`src/rtl/rls_shift_seq_pkg.sv`:
```
// ============================================================================
// rls_shift_seq_pkg : mode codes and FSM state encoding for rls_shift_seq.
// Revision: 1.0
// ============================================================================
`default_nettype none

package rls_shift_seq_pkg;

    localparam logic [1:0] MODE_LSL = 2'b00;
    localparam logic [1:0] MODE_ASR = 2'b01;
    localparam logic [1:0] MODE_ROT = 2'b10;

    typedef enum logic [1:0] {
        ST_IDLE  = 2'd0,
        ST_SHIFT = 2'd1,
        ST_DONE  = 2'd2
    } state_t;

endpackage

`default_nettype wire

```
`src/rtl/rls_shift_step.sv`:
```
// ============================================================================
// rls_shift_step : combinational shift/rotate by 0..WIDTH-1 with carry-out.
// Revision: 1.0
// ============================================================================
`default_nettype none

module rls_shift_step
    import rls_shift_seq_pkg::*;
#(
    parameter int WIDTH = 8,
    parameter int AMT_W = $clog2(WIDTH)
) (
    input  logic [WIDTH-1:0] data,
    input  logic [AMT_W-1:0] amount,
    input  logic             dir,
    input  logic [1:0]       mode,
    output logic [WIDTH-1:0] result,
    output logic             carry
);

    logic [2*WIDTH-1:0] w_ext;
    logic [WIDTH-1:0]   w_fill;
    logic [AMT_W:0]     w_sh;
    logic [AMT_W-1:0]   w_idx;

    // Left shifts are done as a right shift of {data, fill} by WIDTH-amount,
    // so both directions share one funnel and no result bits go unused.
    always_comb begin
        w_fill = '0;
        w_ext  = '0;
        w_sh   = '0;
        w_idx  = '0;
        result = data;
        carry  = 1'b0;
        if (mode == MODE_ROT) begin
            w_fill = data;
        end else if (mode == MODE_ASR && !dir) begin
            w_fill = {WIDTH{data[WIDTH-1]}};
        end
        if (dir) begin
            w_ext = {data, w_fill};
            w_sh  = (AMT_W+1)'(WIDTH) - {1'b0, amount};
            w_idx = AMT_W'(0) - amount;
        end else begin
            w_ext = {w_fill, data};
            w_sh  = {1'b0, amount};
            w_idx = amount - AMT_W'(1);
        end
        result = WIDTH'(w_ext >> w_sh);
        if (amount != '0) begin
            carry = data[w_idx];
        end
    end

endmodule

`default_nettype wire

```
`src/rtl/rls_shift_seq.sv`:
```
// ============================================================================
// rls_shift_seq : sequential shift/rotate unit with valid/ready handshake.
// Optional macro RLS_BARREL_EN: single-cycle barrel SHIFT state (STEP unused).
// Revision: 1.0
// ============================================================================
`default_nettype none

module rls_shift_seq
    import rls_shift_seq_pkg::*;
#(
    parameter  int WIDTH = 8,
    parameter  int STEP  = 1,
    localparam int AMT_W = $clog2(WIDTH)
) (
    input  logic             clk,
    input  logic             clear,
    input  logic             in_valid,
    output logic             in_ready,
    input  logic [WIDTH-1:0] in_data,
    input  logic [AMT_W-1:0] in_amount,
    input  logic             in_dir,
    input  logic [1:0]       in_mode,
    output logic             out_valid,
    input  logic             out_ready,
    output logic [WIDTH-1:0] out_data,
    output logic             out_carry,
    output logic             busy
);

    state_t           r_state;
    state_t           w_next;
    logic [WIDTH-1:0] r_data;
    logic             r_carry;
    logic [AMT_W-1:0] r_rem;
    logic             r_dir;
    logic [1:0]       r_mode;
    logic [AMT_W-1:0] w_n;
    logic [AMT_W-1:0] w_rem_next;
    logic [WIDTH-1:0] w_step_data;
    logic             w_step_carry;

`ifdef RLS_BARREL_EN
    assign w_n = r_rem;
`else
    localparam logic [AMT_W-1:0] c_STEP = AMT_W'(STEP);
    assign w_n = (r_rem > c_STEP) ? c_STEP : r_rem;
`endif
    assign w_rem_next = r_rem - w_n;

    rls_shift_step #(
        .WIDTH (WIDTH),
        .AMT_W (AMT_W)
    ) u_step (
        .data   (r_data),
        .amount (w_n),
        .dir    (r_dir),
        .mode   (r_mode),
        .result (w_step_data),
        .carry  (w_step_carry)
    );

    always_ff @(posedge clk or posedge clear) begin
        if (clear) begin
            r_state <= ST_IDLE;
        end else begin
            r_state <= w_next;
        end
    end

    always_comb begin
        w_next    = r_state;
        in_ready  = 1'b0;
        busy      = 1'b1;
        out_valid = 1'b0;
        case (r_state)
            ST_IDLE: begin
                in_ready = 1'b1;
                busy     = 1'b0;
                if (in_valid) begin
                    w_next = (in_amount != '0) ? ST_SHIFT : ST_DONE;
                end
            end
            ST_SHIFT: begin
                if (w_rem_next == '0) begin
                    w_next = ST_DONE;
                end
            end
            ST_DONE: begin
                out_valid = 1'b1;
                if (out_ready) begin
                    w_next = ST_IDLE;
                end
            end
            default: begin
                w_next = ST_IDLE;
            end
        endcase
    end

    // Carry is cleared on accept so a zero-amount request reports carry 0.
    always_ff @(posedge clk or posedge clear) begin
        if (clear) begin
            r_data  <= '0;
            r_carry <= 1'b0;
            r_rem   <= '0;
            r_dir   <= 1'b0;
            r_mode  <= MODE_LSL;
        end else if (r_state == ST_IDLE && in_valid) begin
            r_data  <= in_data;
            r_carry <= 1'b0;
            r_rem   <= in_amount;
            r_dir   <= in_dir;
            r_mode  <= in_mode;
        end else if (r_state == ST_SHIFT) begin
            r_data  <= w_step_data;
            r_carry <= w_step_carry;
            r_rem   <= w_rem_next;
        end
    end

    assign out_data  = r_data;
    assign out_carry = r_carry;

endmodule

`default_nettype wire

```
`config.mk`:
```
export PLATFORM = sky130hd
export DESIGN_NAME = rls_shift_seq
export DESIGN_NICKNAME = d
export VERILOG_FILES = /design/src/rtl/rls_shift_seq_pkg.sv /design/src/rtl/rls_shift_step.sv /design/src/rtl/rls_shift_seq.sv
export SDC_FILE = /design/constraint.sdc
export NUM_CORES = 1
export LEC_CHECK = 0
export CAP_MARGIN = 20
export CELL_PAD_IN_SITES_DETAIL_PLACEMENT = 0
export CELL_PAD_IN_SITES_GLOBAL_PLACEMENT = 1
export CORE_UTILIZATION = 35
export DETAILED_ROUTE_END_ITERATION = 10
export PLACE_DENSITY_LB_ADDON = 0.15
export RECOVER_POWER = 100
export SLEW_MARGIN = 20
export SYNTH_ARGS = -nofsm -noshare
export SYNTH_HDL_FRONTEND = slang
export SYNTH_HIERARCHICAL = 1
export SYNTH_SLANG_ARGS = --single-unit
```
`constraint.sdc`:
```
create_clock -name clk -period 3.2 [get_ports clk]
set_clock_uncertainty 0.05 [all_clocks]
set_input_delay 0.32 -clock clk [delete_from_list [all_inputs] [get_ports clk]]
set_output_delay 0.32 -clock clk [all_outputs]
set_load 0.02 [all_outputs]
```
Run 1, nets reached from selected ports:
Drawn at 4 px/um.
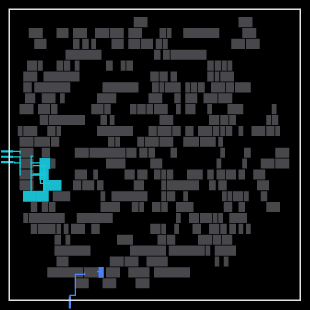
Key: `clear` = blue [direction input, edge south, end cells 1, buffers 1, wire 10.6 um]; `in_amount` = cyan [direction input, edge west, end cells 5, buffers 3, wire 46.8 um]
Port Buffers: 29
number of primary I/O pins: 30

Run 1, metal 3:
Drawn at 6 px/um. Cells faint in the background.
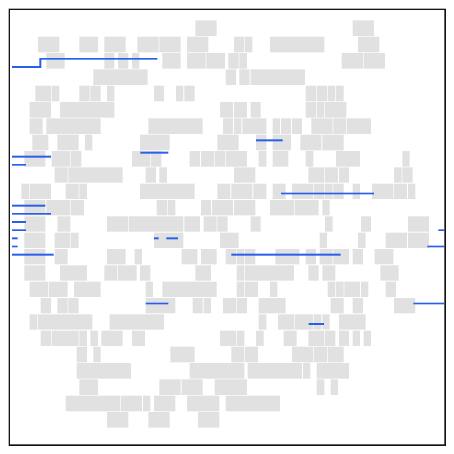
The wires run mostly horizontal. The layer carries 115 um of wire. The layer holds 2.5% of the routed length.

Run 1, cell density map:
Drawn at 4 px/um. The die is cut into 7 by 7 equal tiles; dark blue is low, red is high, 0 to 100% covered.
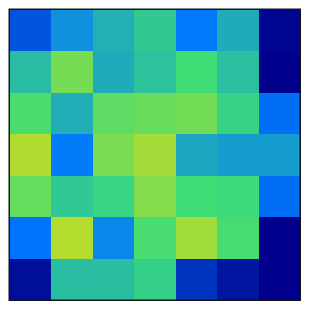
The fullest tile reaches 65%. The emptiest ninth of the die: south-east. The mean over all tiles is 38%. The densest ninth of the die: center.
Starting Density: 36.5%
Core Footprint: 4750 sq um
final core utilization: 44.1%

==> PnR_summary.wiki, run 1 <==
=== Physical design figures ===
{| class="wikitable"
! Metric !! Value
|-
| Outcome || finished clean
|-
| Synthesized registers || 17
|-
| AND-OR/OR-AND Cells, Area Fraction || 24.7%
|-
| Met3 global-route usage || 2.08%
|-
| Metal2 WL || approximately 2200 um
|-
| Number of multi-input logic gates || 177
|-
| DRT Wirelength || 4670 um
|-
| Worst min-delay path category || flip-flop to flip-flop
|-
| Final setup slack of the worst path || ~0.37 ns
|-
| Number of iterations in the first detailed-routing pass || 4
|-
| Count of placed standard cells in the final layout, fillers left out || 310
|-
| Layout overhead on the synthesized area || 20.9%
|-
| GRT Residual Overflow || 0
|-
| Post-layout net count || 266
|-
| Dominant logic cell types in the final layout || 25 x sky130_fd_sc_hd__nand2_1, 21 x sky130_fd_sc_hd__a21oi_1, 17 x sky130_fd_sc_hd__o21ai_0, 17 x sky130_fd_sc_hd__dfrtp_1, 15 x sky130_fd_sc_hd__clkdlybuf4s50_1
|-
| Area share of and/or/nand/nor cells after synthesis || 24.0%
|-
| Portion of the layout cell area used by clock cells || between 2 and 2.5%
|-
| Via-to-Cell Ratio || around 5.2
|-
| Antenna cells || 0
|-
| Reg2reg path depth || 10
|-
| Hpwl dp || about 3500 um
|-
| Num tapcells || about 67
|-
| Leading area contributor after synthesis || sky130_fd_sc_hd__dfrtp_1
|-
| Mean cell area of the mapped netlist || between 8 and 9 sq um
|-
| Post-synth EDFFs || 0
|-
| Area of all placed cells without fillers || 2100 sq um
|-
| Violation tally from detailed-route iteration zero || 119
|}
Run 1, track usage over the die:
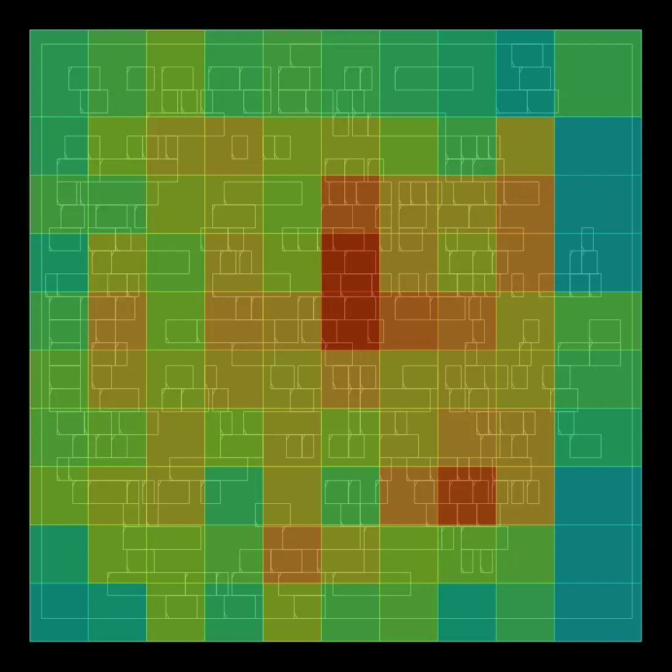

==> run 2, diff against run 1 <==
--- a/config.mk
+++ b/config.mk
@@ -10,7 +10,7 @@
 export CELL_PAD_IN_SITES_GLOBAL_PLACEMENT = 1
 export CORE_UTILIZATION = 35
 export DETAILED_ROUTE_END_ITERATION = 10
-export PLACE_DENSITY_LB_ADDON = 0.15
+export PLACE_DENSITY = 0.76
 export RECOVER_POWER = 100
 export SLEW_MARGIN = 20
 export SYNTH_ARGS = -nofsm -noshare
Run 2, track usage over the die:
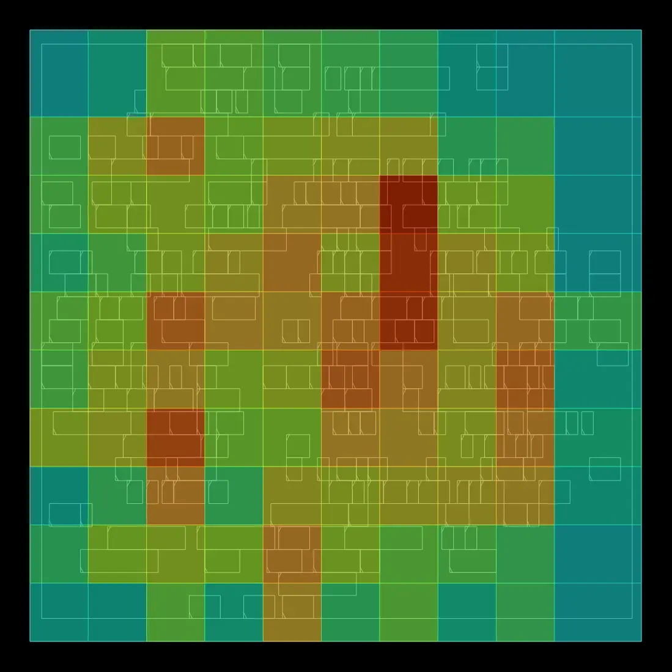
most utilized layer in the global route result: met2
gr usage total: 18.7%

==> PnR_summary.wiki, run 2 <==
=== Physical design figures ===
{| class="wikitable"
! Metric !! Value
|-
| Post-synth EDFFs || 0 (unchanged)
|-
| Clock tree sinks || 17 (unchanged)
|-
| Number of multi-input logic gates || 177 (unchanged)
|-
| Leading area contributor after synthesis || sky130_fd_sc_hd__dfrtp_1 (unchanged)
|-
| Required time worst endpoint || 3.32 ns (about the same)
|-
| Critical Path Sink || out_data[2] (unchanged)
|-
| Antenna cells || 0 (unchanged)
|-
| Metal2 WL || 2060 um (was 2160 um)
|-
| Dpl cell area || 2080 sq um (unchanged)
|-
| Total CTS buffers || 3 (unchanged)
|-
| Core Footprint || 4750 sq um (unchanged)
|-
| Starting Density || 36.5% (unchanged)
|-
| Num tapcells || 67 (unchanged)
|-
| Synthesized registers || 17 (unchanged)
|-
| Post-layout net count || 266 (unchanged)
|-
| Reg2reg path depth || 10 (unchanged)
|-
| Outcome || finished clean (unchanged)
|-
| Number of primary I/O pins || 30 (unchanged)
|-
| Met3 global-route usage || 1.81% (was 2.08%)
|-
| Final setup slack of the worst path || 0.360 ns (was 0.373 ns)
|-
| Layout overhead on the synthesized area || 21.1% (was 20.9%)
|-
| Mean cell area of the mapped netlist || 8.30 sq um (unchanged)
|-
| GRT Residual Overflow || 0 (unchanged)
|-
| Area of all placed cells without fillers || 2100 sq um (about the same)
|-
| Worst hold endpoint || out_carry (was r_rem[0])
|-
| Uppermost routed layer || met4 (unchanged)
|-
| Portion of the layout cell area used by clock cells || 2.15% (about the same)
|-
| Number of iterations in the first detailed-routing pass || 4 (unchanged)
|-
| Via-to-Cell Ratio || 5.20 (was 5.24)
|-
| Hold Path Cell Cnt || 1 (was 2)
|-
| Count of placed standard cells in the final layout, fillers left out || 310 (unchanged)
|-
| DRT Wirelength || 4440 um (was 4670 um)
|-
| Total power per unit cell area || 1000 nW/um^2 (was 1010 nW/um^2)
|-
| Cell class contributing the biggest share of worst-path delay || AND-OR/OR-AND gates (unchanged)
|-
| Post-place setup slack || 0.446 ns (was 0.459 ns)
|-
| Port Buffers || 29 (unchanged)
|-
| Power attributed to sequential cells || 0.513 mW (was 0.523 mW)
|-
| Max Transition Viols Final || 0 (unchanged)
|-
| Hpwl dp || 3340 um (was 3470 um)
|-
| Number of sequential cells in the layout || 17 (unchanged)
|-
| Final core utilization || 44.2% (was 44.1%)
|-
| Fmax || 0.352 GHz (was 0.354 GHz)
|-
| Worst min-delay path category || flip-flop to flip-flop (unchanged)
|-
| Wire length of the first global-routing pass || 7710 um (was 8030 um)
|}
Run 2, cell density map:
Drawn at 4 px/um. The die is cut into 7 by 7 equal tiles; dark blue is low, red is high, 0 to 100% covered.
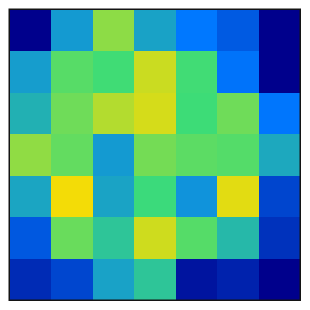
The mean over all tiles is 39%. 8.2% of the tiles are nearly empty. The fullest tile reaches 74%.

==> run 3, diff against run 2 <==
--- a/config.mk
+++ b/config.mk
@@ -5,6 +5,7 @@
 export SDC_FILE = /design/constraint.sdc
 export NUM_CORES = 1
 export LEC_CHECK = 0
+export ABC_AREA = 0
 export CAP_MARGIN = 20
 export CELL_PAD_IN_SITES_DETAIL_PLACEMENT = 0
 export CELL_PAD_IN_SITES_GLOBAL_PLACEMENT = 1
Run 3, clock wires, drivers and flops:
Drawn at 4 px/um.
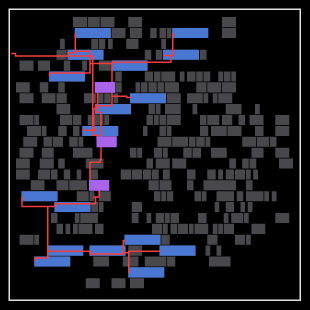
Key: flip-flops = blue [count 17]; clock wires = red [length 244 um]; cells driving clock nets = purple [count 3]
There are 4 routed clock nets.

==> PnR_summary.wiki, run 3 <==
=== Physical design figures ===
{| class="wikitable"
! Metric !! Value
|-
| Outcome || finished clean (unchanged)
|-
| Fmax || 0.352 GHz (unchanged)
|-
| Violation tally from detailed-route iteration zero || 64 (unchanged)
|-
| Hpwl dp || 3340 um (unchanged)
|-
| Area share of and/or/nand/nor cells after synthesis || 24.0% (unchanged)
|-
| Worst min-delay path category || flip-flop to flip-flop (unchanged)
|-
| Port Buffers || 29 (unchanged)
|-
| Mean cell area of the mapped netlist || 8.30 sq um (unchanged)
|-
| Total power per unit cell area || 1000 nW/um^2 (unchanged)
|-
| Dominant logic cell types in the final layout || 24 x sky130_fd_sc_hd__nand2_1, 21 x sky130_fd_sc_hd__a21oi_1, 17 x sky130_fd_sc_hd__o21ai_0, 17 x sky130_fd_sc_hd__dfrtp_1, 15 x sky130_fd_sc_hd__clkdlybuf4s50_1 (unchanged)
|-
| Number of primary I/O pins || 30 (unchanged)
|-
| Uppermost routed layer || met4 (unchanged)
|-
| Clock tree sinks || 17 (unchanged)
|-
| Starting Density || 36.5% (unchanged)
|-
| Layout overhead on the synthesized area || 21.1% (unchanged)
|-
| Gr usage total || 18.7% (unchanged)
|-
| Count of placed standard cells in the final layout, fillers left out || 310 (unchanged)
|-
| AND-OR/OR-AND Cells, Area Fraction || 24.7% (unchanged)
|-
| Dpl cell area || 2080 sq um (unchanged)
|-
| Num tapcells || 67 (unchanged)
|-
| Power attributed to sequential cells || 0.513 mW (about the same)
|-
| Number of sequential cells in the layout || 17 (unchanged)
|-
| Total CTS buffers || 3 (unchanged)
|}
Run 3, nets reached from selected ports:
Drawn at 4 px/um.
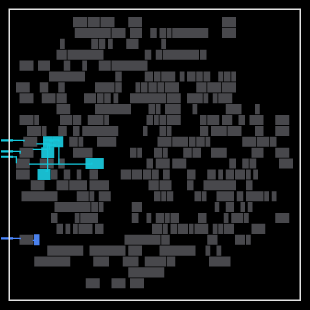
Key: `in_amount` = cyan [direction input, edge west, end cells 5, buffers 3, wire 51.4 um]; `clear` = blue [direction input, edge west, end cells 1, buffers 1, wire 2.90 um]

No activity file was given, so power comes from the tool's default toggle rates.
